==> src/rtl/leaf_user_bridge.sv <==
// leaf_user_bridge: per-port FWFT stream buffering and HLS kernel reset/start sequencing for a BFT leaf
// Ports (top):
//   clk, reset (async active-low)
//   li_dout/li_vld/li_ack           interface -> bridge input streams
//   k_in_data/k_in_vld/k_in_ack     bridge -> kernel input streams
//   k_out_data/k_out_vld/k_out_ack  kernel -> bridge output streams
//   li_din/li_din_vld/li_din_ack    bridge -> interface output streams
//   ap_rst, ap_start, ap_done       kernel control
//   restart                         re-run request from IDLE
//   in_word_cnt, out_word_cnt       transferred word counters
// leaf_user_bridge_fifo ports: push_i/din_i write side, pop_i/dout_o FWFT read side, full_o/empty_o status.

module leaf_user_bridge_fifo #(
    parameter int W  = 32,
    parameter int AW = 2
) (
    input  logic         clk,
    input  logic         reset,
    input  logic         push_i,
    input  logic [W-1:0] din_i,
    input  logic         pop_i,
    output logic [W-1:0] dout_o,
    output logic         full_o,
    output logic         empty_o
);
    localparam int DEPTH = 1 << AW;
    logic [W-1:0]  mem_q [DEPTH];
    logic [AW-1:0] wr_q, rd_q;
    logic [AW:0]   cnt_q;
    logic          push, pop;
    // Full comes from the registered count only, so a push into a full FIFO is refused
    // even when a pop happens in the same cycle.
    assign full_o  = cnt_q == (AW+1)'(DEPTH);
    assign empty_o = cnt_q == '0;
    assign push    = push_i && !full_o;
    assign pop     = pop_i && !empty_o;
    assign dout_o  = mem_q[rd_q];
    always_ff @(posedge clk or negedge reset) begin
        if (!reset) begin
            wr_q  <= '0;
            rd_q  <= '0;
            cnt_q <= '0;
        end else begin
            wr_q  <= wr_q + AW'(push);
            rd_q  <= rd_q + AW'(pop);
            cnt_q <= cnt_q + (AW+1)'(push) - (AW+1)'(pop);
        end
    end
    always_ff @(posedge clk) begin
        if (push) mem_q[wr_q] <= din_i;
    end
endmodule

module leaf_user_bridge #(
    parameter int PAYLOAD_BITS    = 32,
    parameter int NUM_IN_PORTS    = 1,
    parameter int NUM_OUT_PORTS   = 1,
    parameter int FIFO_DEPTH_BITS = 2,
    parameter int RST_CYCLES      = 4,
    parameter int AUTO_RESTART    = 1
) (
    input  logic                                    clk,
    input  logic                                    reset,
    input  logic [NUM_IN_PORTS*PAYLOAD_BITS-1:0]    li_dout,
    input  logic [NUM_IN_PORTS-1:0]                 li_vld,
    output logic [NUM_IN_PORTS-1:0]                 li_ack,
    output logic [NUM_IN_PORTS*PAYLOAD_BITS-1:0]    k_in_data,
    output logic [NUM_IN_PORTS-1:0]                 k_in_vld,
    input  logic [NUM_IN_PORTS-1:0]                 k_in_ack,
    input  logic [NUM_OUT_PORTS*PAYLOAD_BITS-1:0]   k_out_data,
    input  logic [NUM_OUT_PORTS-1:0]                k_out_vld,
    output logic [NUM_OUT_PORTS-1:0]                k_out_ack,
    output logic [NUM_OUT_PORTS*PAYLOAD_BITS-1:0]   li_din,
    output logic [NUM_OUT_PORTS-1:0]                li_din_vld,
    input  logic [NUM_OUT_PORTS-1:0]                li_din_ack,
    output logic                                    ap_rst,
    output logic                                    ap_start,
    input  logic                                    ap_done,
    input  logic                                    restart,
    output logic [31:0]                             in_word_cnt,
    output logic [31:0]                             out_word_cnt
);
    localparam int PB  = PAYLOAD_BITS;
    localparam int RCW = RST_CYCLES > 1 ? $clog2(RST_CYCLES) : 1;

    typedef enum logic [2:0] {RST_HOLD, START, RUN, DRAIN, IDLE} state_e;

    state_e                   state_q, state_d;
    logic [RCW-1:0]           rc_q, rc_d;
    logic [31:0]              in_cnt_q, in_cnt_d, out_cnt_q, out_cnt_d;
    logic [NUM_IN_PORTS-1:0]  in_full, in_empty;
    logic [NUM_OUT_PORTS-1:0] out_full, out_empty;
    logic                     if_open, k_run, k_out_open;

    assign if_open    = state_q != RST_HOLD;
    assign k_run      = state_q == RUN;
    assign k_out_open = state_q == RUN || state_q == DRAIN;

    // All handshake qualifiers derive from registered state, never from the opposite ack.
    assign li_ack     = ~in_full & {NUM_IN_PORTS{if_open}};
    assign k_in_vld   = ~in_empty & {NUM_IN_PORTS{k_run}};
    assign k_out_ack  = ~out_full & {NUM_OUT_PORTS{k_out_open}};
    assign li_din_vld = ~out_empty & {NUM_OUT_PORTS{if_open}};

    assign ap_rst       = state_q == RST_HOLD;
    assign ap_start     = state_q == START || state_q == RUN;
    assign in_word_cnt  = in_cnt_q;
    assign out_word_cnt = out_cnt_q;

    for (genvar i = 0; i < NUM_IN_PORTS; i++) begin : g_in
        leaf_user_bridge_fifo #(.W(PB), .AW(FIFO_DEPTH_BITS)) u_fifo (
            .clk    (clk),
            .reset  (reset),
            .push_i (li_vld[i] & li_ack[i]),
            .din_i  (li_dout[i*PB +: PB]),
            .pop_i  (k_in_vld[i] & k_in_ack[i]),
            .dout_o (k_in_data[i*PB +: PB]),
            .full_o (in_full[i]),
            .empty_o(in_empty[i])
        );
    end

    for (genvar j = 0; j < NUM_OUT_PORTS; j++) begin : g_out
        leaf_user_bridge_fifo #(.W(PB), .AW(FIFO_DEPTH_BITS)) u_fifo (
            .clk    (clk),
            .reset  (reset),
            .push_i (k_out_vld[j] & k_out_ack[j]),
            .din_i  (k_out_data[j*PB +: PB]),
            .pop_i  (li_din_vld[j] & li_din_ack[j]),
            .dout_o (li_din[j*PB +: PB]),
            .full_o (out_full[j]),
            .empty_o(out_empty[j])
        );
    end

    always_comb begin
        state_d = state_q;
        rc_d    = '0;
        case (state_q)
            RST_HOLD: begin
                rc_d = rc_q + RCW'(1);
                if (rc_q == RCW'(RST_CYCLES - 1)) state_d = START;
            end
            START:   state_d = RUN;
            RUN:     if (ap_done) state_d = DRAIN;
            // Drain finishes only once nothing is buffered and the kernel offers nothing more.
            DRAIN:   if (&out_empty && k_out_vld == '0) state_d = AUTO_RESTART != 0 ? START : IDLE;
            IDLE:    if (restart) state_d = RST_HOLD;
            default: state_d = RST_HOLD;
        endcase
    end

    // Entering START only happens from RST_HOLD or an empty DRAIN, where no handshake can
    // complete, so clearing on entry drops no counted words.
    always_comb begin
        in_cnt_d  = in_cnt_q;
        out_cnt_d = out_cnt_q;
        for (int i = 0; i < NUM_IN_PORTS; i++) in_cnt_d += 32'(k_in_vld[i] & k_in_ack[i]);
        for (int i = 0; i < NUM_OUT_PORTS; i++) out_cnt_d += 32'(li_din_vld[i] & li_din_ack[i]);
        if (state_d == START && state_q != START) begin
            in_cnt_d  = '0;
            out_cnt_d = '0;
        end
    end

    always_ff @(posedge clk or negedge reset) begin
        if (!reset) begin
            state_q   <= RST_HOLD;
            rc_q      <= '0;
            in_cnt_q  <= '0;
            out_cnt_q <= '0;
        end else begin
            state_q   <= state_d;
            rc_q      <= rc_d;
            in_cnt_q  <= in_cnt_d;
            out_cnt_q <= out_cnt_d;
        end
    end
endmodule

==> config.mk <==
export PLATFORM = sky130hd
export DESIGN_NAME = leaf_user_bridge
export DESIGN_NICKNAME = d
export VERILOG_FILES = /design/src/rtl/leaf_user_bridge.sv
export SDC_FILE = /design/constraint.sdc
export NUM_CORES = 1
export LEC_CHECK = 0
export ABC_AREA = 1
export CAP_MARGIN = 15
export CORE_MARGIN = 8
export CORE_UTILIZATION = 35
export CTS_CLUSTER_SIZE = 16
export DETAILED_ROUTE_END_ITERATION = 8
export GPL_TIMING_DRIVEN = 1
export PLACE_DENSITY_LB_ADDON = 0.25
export SETUP_SLACK_MARGIN = 0.05
export SYNTH_ARGS = -nofsm -noshare
export SYNTH_HDL_FRONTEND = slang
export SYNTH_SLANG_ARGS = --single-unit
==> constraint.sdc <==
create_clock -name clk -period 3.5 [get_ports clk]
set_clock_uncertainty 0.05 [all_clocks]
set_input_delay 1.05 -clock clk [delete_from_list [all_inputs] [get_ports clk]]
set_output_delay 1.05 -clock clk [all_outputs]
set_load 0.01 [all_outputs]
Fig. 1: cell placement
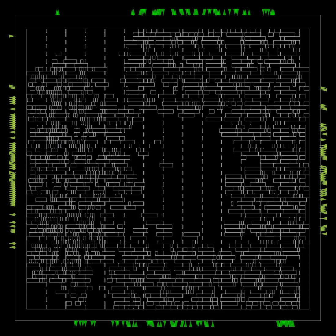
flop count: 339
flop share of the area: 53.4%
row cnt: 73
core area: 0.0397 sq mm

Fig. 2: gate-type map
Drawn at 1.5 px/micron.
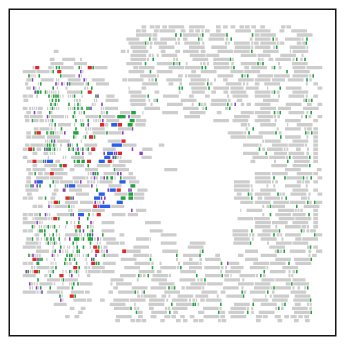
[xor and xnor cells] red | cells: 33 | most used: xnor2_1
[inv cells] purple | cells: 79 | most used: inv_1
[fa/ha/maj cells] blue | cells: 15 | most used: ha_1
[nor cells] green | cells: 312 | most used: nor2_1 | where: all over the die

==> impl_metrics.ini <==
; yosys + openroad results
[final_timing]
period_needed_ns = 3.36
hold_viol_final = 0
slew_headroom_pct = 53.8
fmax_mhz = 297
report.final.setup_viol = 0
rsz0062_at_grt = true
fin_ws_ns = 0.139

[pwr]
p_leak_nw = 6.64
power_frac_comb_pct = 34.5
p_seq_mw = 5.45
power.group.top = sequential cells
pg_comb_mw = 4.85
p_switching_mw = 4.63
powerDensity_mw_per_mm2 = 770
p_int_mw = 9.45

[cells_and_area]
final_core_util_pct = 46.0
fin_cells = 2059
reg_top3 = g_in.u_fifo.mem_q x128, g_out.u_fifo.mem_q x128
logic_area_sq_mm = 0.00388
post-route-cell-area_sq_mm = 0.0183
largest_class = sequential cells
fillers = 3649
nNonClkBuffers = 230
areaGrowthSynthToFinish_pct = 29.9
final_net_count = 1590
drive_gt1_share_pct = 7.24

[logic_synthesis]
synth-edff-count = 256
syn_area_per_cell_sq_um = 11.0
yosys_area_sq_mm = 0.0141
synth_nets = 1363
netlist_top_cells_count = nor2_1, edfxtp_1, nand2_1
area_leaders = edfxtp_1, dfrtp_1, nor2_1, nand2_1, o21ai_0
async_flop_share_pct = 24.5
synth_area_sq_mm = 0.0141
synth.area.mux_share_pct = 0
syn_inst = 1276
synthAdderAreaFrac_pct = 1.44
postSynthSeqShare_pct = 69.3
simple_gate_area_share_pct = 15.9

[clock_tree]
numCtsBuffers = 39
cts_setup_buffers = 0
root_buffer = clkbuf_16
cts_max_path_buffers = 3

[hold_path]
min_to = rc_q[0]$_DFF_PN0_
worstHoldStart = rc_q[0]$_DFF_PN0_
hold_depth = 1

[worst_setup_path]
r2r_end = g_in[0].u_fifo.cnt_q[2]$_DFF_PN0_
reg2reg_depth = 12
cp_max_fo = 32
crit_required_ns = 2.40
r2r_start = state_q[1]$_DFF_PN0_
crit_type = flop to output pin

[placement]
pre_cts_ws_ns = 0.245
dp.cells = 1986
gp_congestion = 0.868
port-buffer-count = 205

[routing]
top_layer = met4
met2WireLength_microns = 17400
postRouteAntennaNets = 0
routedWlPerCell_microns = 17.4
vias = 9877
drt-met1-wl_microns = 16000

[status]
outcome = complete, no violations

[grt]
gr-total-overflow = 0
grtUsageMet2_pct = 24.9
grt_use_met1_pct = 19.7
grt_pass1_vias = 9881

[job]
cap_violations = 0

[floorplanning]
die_width_microns = 217
boundaryPins = 206
fp_util_pct = 35.4
Fig. 3: cell sizes after repair
Drawn at 1.5 px/micron.
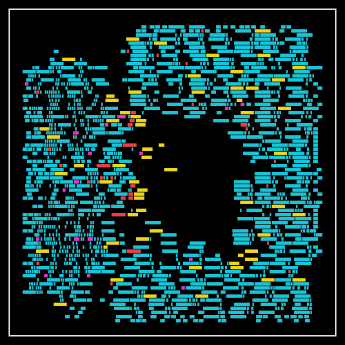
[x6 and larger] yellow | cells: 62 | share: 4.0%
[x2] red | cells: 32 | share: 2.1%
[x3 and x4] magenta | cells: 17 | share: 1.1%
[x1 and smaller] cyan | cells: 1423 | share: 93%

Fig. 4: routed metal, one colour a layer
Drawn at 1.5 px/micron. Only two layers are drawn.
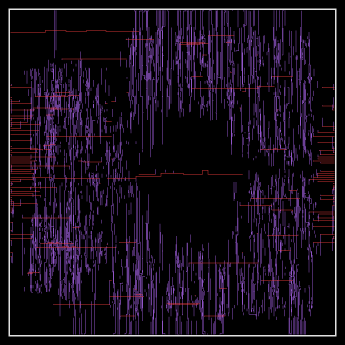
[M2] purple | wire length: 17400 microns
[M3] red | wire length: 1950 microns

